==> config.mk <==
export PLATFORM = sky130hd
export DESIGN_NAME = instr_fetch
export DESIGN_NICKNAME = d
export VERILOG_FILES = /design/src/rtl/instr_fetch_pkg.sv /design/src/rtl/instr_fetch_field_decode.sv /design/src/rtl/instr_fetch.sv
export SDC_FILE = /design/constraint.sdc
export NUM_CORES = 1
export LEC_CHECK = 0
export CORE_MARGIN = 10
export CORE_UTILIZATION = 61
export CTS_BUF_LIST = sky130_fd_sc_hd__clkbuf_4
export DETAILED_ROUTE_END_ITERATION = 10
export DONT_BUFFER_PORTS = 1
export PLACE_DENSITY = 0.77
export RECOVER_POWER = 50
export SETUP_SLACK_MARGIN = 0.3
export SYNTH_ARGS = -nofsm -noshare
export SYNTH_HDL_FRONTEND = slang
export SYNTH_SLANG_ARGS = --single-unit
==> constraint.sdc <==
create_clock -name clk -period 2.66 [get_ports clk]
set_input_delay 0.266 -clock clk [delete_from_list [all_inputs] [get_ports clk]]
set_output_delay 0.266 -clock clk [all_outputs]
set_load 0.05 [all_outputs]
==> src/rtl/instr_fetch_pkg.sv <==
// instr_fetch_pkg: shared widths, opcodes, instruction field positions and fetch FSM states
package instr_fetch_pkg;
    localparam int ADDR_W = 4;
    localparam int INST_W = 16;
    localparam logic [3:0] OP_LOAD = 4'b0001;
    localparam logic [3:0] OP_ADD  = 4'b0010;
    localparam logic [3:0] OP_SUB  = 4'b0011;
    localparam logic [3:0] OP_JMP  = 4'b1000;
    localparam logic [3:0] OP_SUBI = 4'b1011;
    localparam logic [3:0] OP_BR   = 4'b1100;
    localparam logic [3:0] OP_MOV  = 4'b1110;
    localparam logic [3:0] OP_OUT  = 4'b1111;
    localparam int OPC_LSB = 12;
    localparam int RD_LSB  = 9;
    localparam int RS_LSB  = 6;
    localparam int IMM_LSB = 0;
    localparam int TGT_LSB = 8;
    typedef enum logic [1:0] {FETCH, ISSUE, WAIT_BR} state_t;
endpackage

==> src/rtl/instr_fetch_field_decode.sv <==
// instr_field_decode: combinational split of an instruction word into its fields
module instr_field_decode
    import instr_fetch_pkg::*;
(
    input  logic [INST_W-1:0] inst,
    output logic [3:0]        opcode,
    output logic [2:0]        rd,
    output logic [2:0]        rs,
    output logic [7:0]        imm,
    output logic [ADDR_W-1:0] target
);
    assign opcode = inst[OPC_LSB +: 4];
    assign rd     = inst[RD_LSB +: 3];
    assign rs     = inst[RS_LSB +: 3];
    assign imm    = inst[IMM_LSB +: 8];
    assign target = inst[TGT_LSB +: ADDR_W];
endmodule

==> src/rtl/instr_fetch.sv <==
// instr_fetch: PC + fetch/issue stage with branch stall; INSTR_FETCH_JMP_FOLD_EN folds JMP during fetch
module instr_fetch
    import instr_fetch_pkg::*;
(
    input  logic              clk,
    input  logic              rst,
    output logic [ADDR_W-1:0] rom_addr,
    input  logic [INST_W-1:0] rom_inst,
    output logic              out_valid,
    input  logic              out_ready,
    output logic [3:0]        out_opcode,
    output logic [2:0]        out_rd,
    output logic [2:0]        out_rs,
    output logic [7:0]        out_imm,
    output logic [ADDR_W-1:0] out_target,
    output logic [ADDR_W-1:0] out_pc,
    input  logic              br_resolve_valid,
    input  logic              br_taken
);
`ifdef INSTR_FETCH_JMP_FOLD_EN
    localparam bit JMP_FOLD = 1'b1;
`else
    localparam bit JMP_FOLD = 1'b0;
`endif
    state_t state, state_nx;
    logic [ADDR_W-1:0] pc, pc_nx;
    logic [INST_W-1:0] ir;
    logic fold;
    assign fold      = JMP_FOLD && rom_inst[OPC_LSB +: 4] == OP_JMP;
    assign rom_addr  = pc;
    assign out_valid = state == ISSUE;
    instr_field_decode u_dec (
        .inst   (ir),
        .opcode (out_opcode),
        .rd     (out_rd),
        .rs     (out_rs),
        .imm    (out_imm),
        .target (out_target)
    );
    always_comb begin
        state_nx = state;
        pc_nx    = pc;
        unique case (state)
            FETCH: begin
                state_nx = fold ? FETCH : ISSUE;
                pc_nx    = fold ? rom_inst[TGT_LSB +: ADDR_W] : pc + 1'b1;
            end
            ISSUE: if (out_ready) begin
                state_nx = out_opcode == OP_BR ? WAIT_BR : FETCH;
                pc_nx    = (!JMP_FOLD && out_opcode == OP_JMP) ? out_target : pc;
            end
            WAIT_BR: if (br_resolve_valid) begin
                state_nx = FETCH;
                pc_nx    = br_taken ? out_target : pc;
            end
            default: state_nx = FETCH;
        endcase
    end
    always_ff @(posedge clk) begin
        if (rst) begin
            state  <= FETCH;
            pc     <= '0;
            ir     <= '0;
            out_pc <= '0;
        end else begin
            state <= state_nx;
            pc    <= pc_nx;
            if (state == FETCH && !fold) begin
                ir     <= rom_inst;
                out_pc <= pc;
            end
        end
    end
endmodule

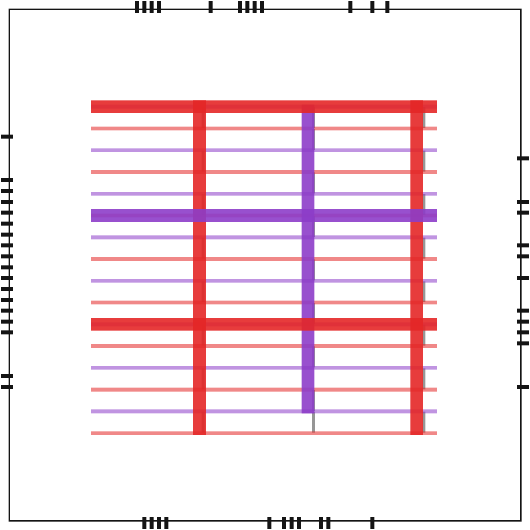
Fig. 1. Supply network.
Drawn at 8 px/µm. Pins as bars on the die edge. Tap cells in gray.
- purple: VDD
- red: VSS
- met4 straps: 3
- met1 rails: 16
- tap cells: 25
- signal pins: 52
Die Y: 63.77 µm
maximum VDD drop: 0.4842 mV
Die X: 63.77 µm
core area: 1764 µm²

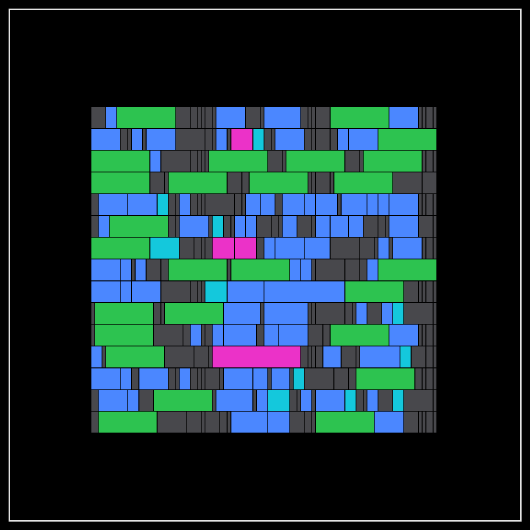
Fig. 2. Placed cells, one color a class.
Drawn at 8 px/µm. Fill, decap, tap and diode cells in gray.
- green: flops (cells 26; share of their area 43%)
- cyan: other buffers and delay cells (cells 11; share of their area 4.6%)
- blue: combinational and other logic (cells 79; share of their area 48%)
- magenta: clock drivers and dummy loads (cells 4; share of their area 4.3%)
Seq area share: 41.98%
cell area after layout: 1240 µm²
Rows: 15
final core utilization: 70.28%

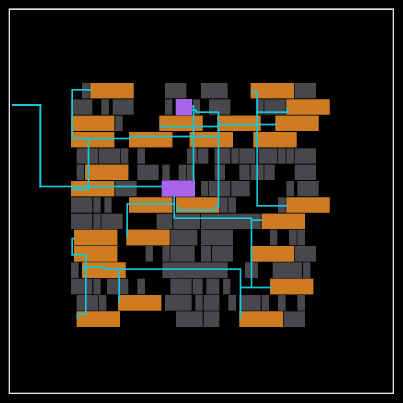
Fig. 3. Clock wires, drivers and flops.
Drawn at 6 px/µm.
- cyan: clock wires (length 299 µm)
- orange: flip-flops (count 26)
- purple: clock drivers (count 3)
- routed clock nets: 4

==> metrics.csv <==
metric,value,unit
outcome,"finished, final reports clean",
post-layout min period,2203,ps
YS warnings,0,
switch share,36.77,%
Gate power share,20.4,%
skew final,10.19,ps
Register-to-Register Setup Slack,460,ps
hold path startpoint,rom_inst[11],
FP Core Util,66.24,%
start point of the critical path,state[0],
Main logic family,multiplexers,
1st-pass router iterations,4,
Worst-Margin Slew,1423,ps
CTS buffer count,3,
DRT met1 WL,996,µm
Clk network pwr share,26.0,%
P_comb,0.000210,W
CP Capture Point,ir[2],
Clock group,0.000268,W
# IOs,52,
Post-CTS Resized,0,
startpoint types,flop,
Top Layout Cells,"dfxtp_1, nor2_1, mux2i_1",
reg2reg start,state[0],
M2 GR Usage,21.61,%
Final #Nets,147,
cell area after synthesis,1169,µm²
All-Layer GR Usage,12.50,%
max-cap viol count,0,
ANT cells,0,
crit path DRT,2840,ps
total grt overflow,0,
Net Sw Power,0.0003786,W
H-tree levels,1,
Internal Pwr Total,0.0006511,W
Hold Crit Endpoint,ir[11],
routed wl met2,1238,µm
Worst EP arrival,2390,ps
Register-to-Register Path Depth,5,
Synth Area in Adders,5.353,%
vias in the first global route,853,
DR top layer,met4,
Top Consumer,registers,
endpoints failing setup,0,
DP Wirelength,1963,µm
GR Util met1,12.59,%
Yosys chip area,1169,µm²
vias per cell,5.524,
post-synthesis cell count,117,
xor/xnor share,0.7495,%
initial antenna violation count,0,
clk_lat worst skew,320,ps
root buf cell,clkbuf_4,
post-CTS setup buffers,0,
fmax,0.4540,GHz
Clock Tree Buf Depth,2,
Post-route DRC,0,
fraction of layout cells with a size suffix above 1,9.167,%
RSZ-0062 raised after global routing,false,
CTS tree,built,
Hold WC Path Type,primary input to flop,
Basic Gates by Area,12.42,%
Slew HR,5.113,%
Cell Type Count,25,
tool warnings,29,
Final ANT Viol Nets,0,
pin count of the biggest net entering global routing,26,
power in sequential cells,0.000551,W
chip area,4067,µm²
routability cong.,0.7808,
Syn-to-layout area delta,6.103,%
First DRT Iteration DRCs,23,
Port Buf Inserts,0,
aoi share,8.030,%
cycle use final,82.80,%
TNS Setup,0,ps
most frequent logic cell in the layout,dfxtp_1,
Syn Nets,143,
Pwr Total,0.001030,W
Hold Path Stages,2,
"Worst Path Class, Setup",flop to flop,
Slew Limit Fails,0,
first-pass GRT wire length,4229,µm
# hold bufs at CTS,1,
routed wl met3,327,µm
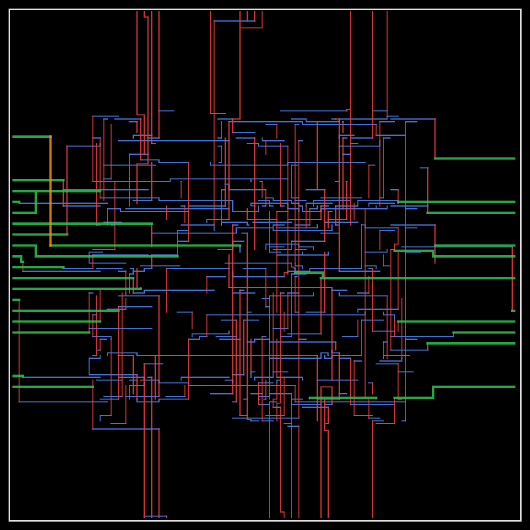
Fig. 4. Signal wires by layer.
Drawn at 8 px/µm.
- red: metal 2 (wire length 1240 µm)
- green: metal 3 (wire length 328 µm)
- orange: metal 4 (wire length 13.6 µm)
- blue: metal 1 (wire length 997 µm)

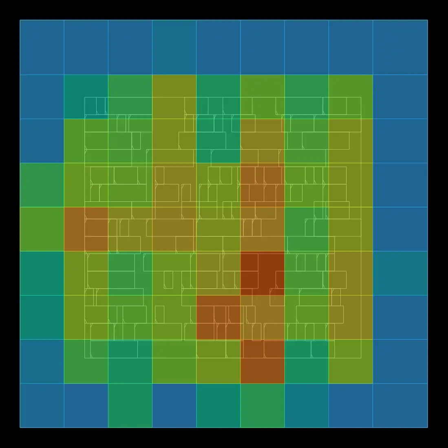
Fig. 5. Routing congestion.
post-DR wirelength/cell: 17.77 µm
Most Crowded Layer GR: met2

-- synth_stat cells, drive strengths merged --
| cell type | n | area share [%] |
|---|---|---|
| dfxtp | 26 | 45 |
| nor2 | 25 | 8.0 |
| mux2i | 24 | 21 |
| buf | 11 | 5.5 |
| ha | 5 | 5.4 |
| inv | 5 | 1.6 |
| a21oi | 3 | 1.3 |
| nand3 | 2 | 0.86 |
| o21ai | 2 | 1.2 |
| a2111oi | 1 | 2.4 |
| a211oi | 1 | 0.64 |
| a21boi | 1 | 0.64 |
| a221oi | 1 | 1.3 |
| clkbuf | 1 | 0.32 |
| mux2 | 1 | 0.96 |
| nand2 | 1 | 0.32 |
| nand2b | 1 | 0.54 |
| nand4 | 1 | 0.54 |
| nor2b | 1 | 0.54 |
| nor3 | 1 | 0.43 |
| o211ai | 1 | 0.64 |
| or4b | 1 | 1.2 |
| xnor2 | 1 | 0.75 |
-- layout make-up --
type | count | area (µm²)
multi-input cells | 74 | 561.8
fillers | 168 | 524.3
flip-flops and latches | 26 | 520.5
repair buffers | 11 | 55.05
well taps | 25 | 31.28
clock inverters | 1 | 30.03
clock buffers | 3 | 22.52
inverters | 5 | 18.77
-- through the flow --
stage	area (µm²)	hold slack, ps	util (%)	setup WS, ps	cells
after floorplan	1169	413.7	-	477.4	117
after global placement	1207	336.6	68.44	751.5	140
after detailed placement	1207	340.3	68.44	646.3	140
after CTS	1270	85.75	71.99	603.4	145
after global routing	1240	79.98	70.28	240.5	145
final	1240	86.76	70.28	457.5	145
-- critical path: stages, from the launching register on --
cell and delay [ps]:
dfxtp_1 360, inv_1 110, ha_1 190, clkbuf_1 1050
mux2i_1 310, nor2_1 60
-- flip-flops by register name, indices dropped and copies added (netlist names) --
name	flops
out_pc	4
state	2
ir	16
rom_addr	4
No activity file was given, so power comes from the tool's default toggle rates.
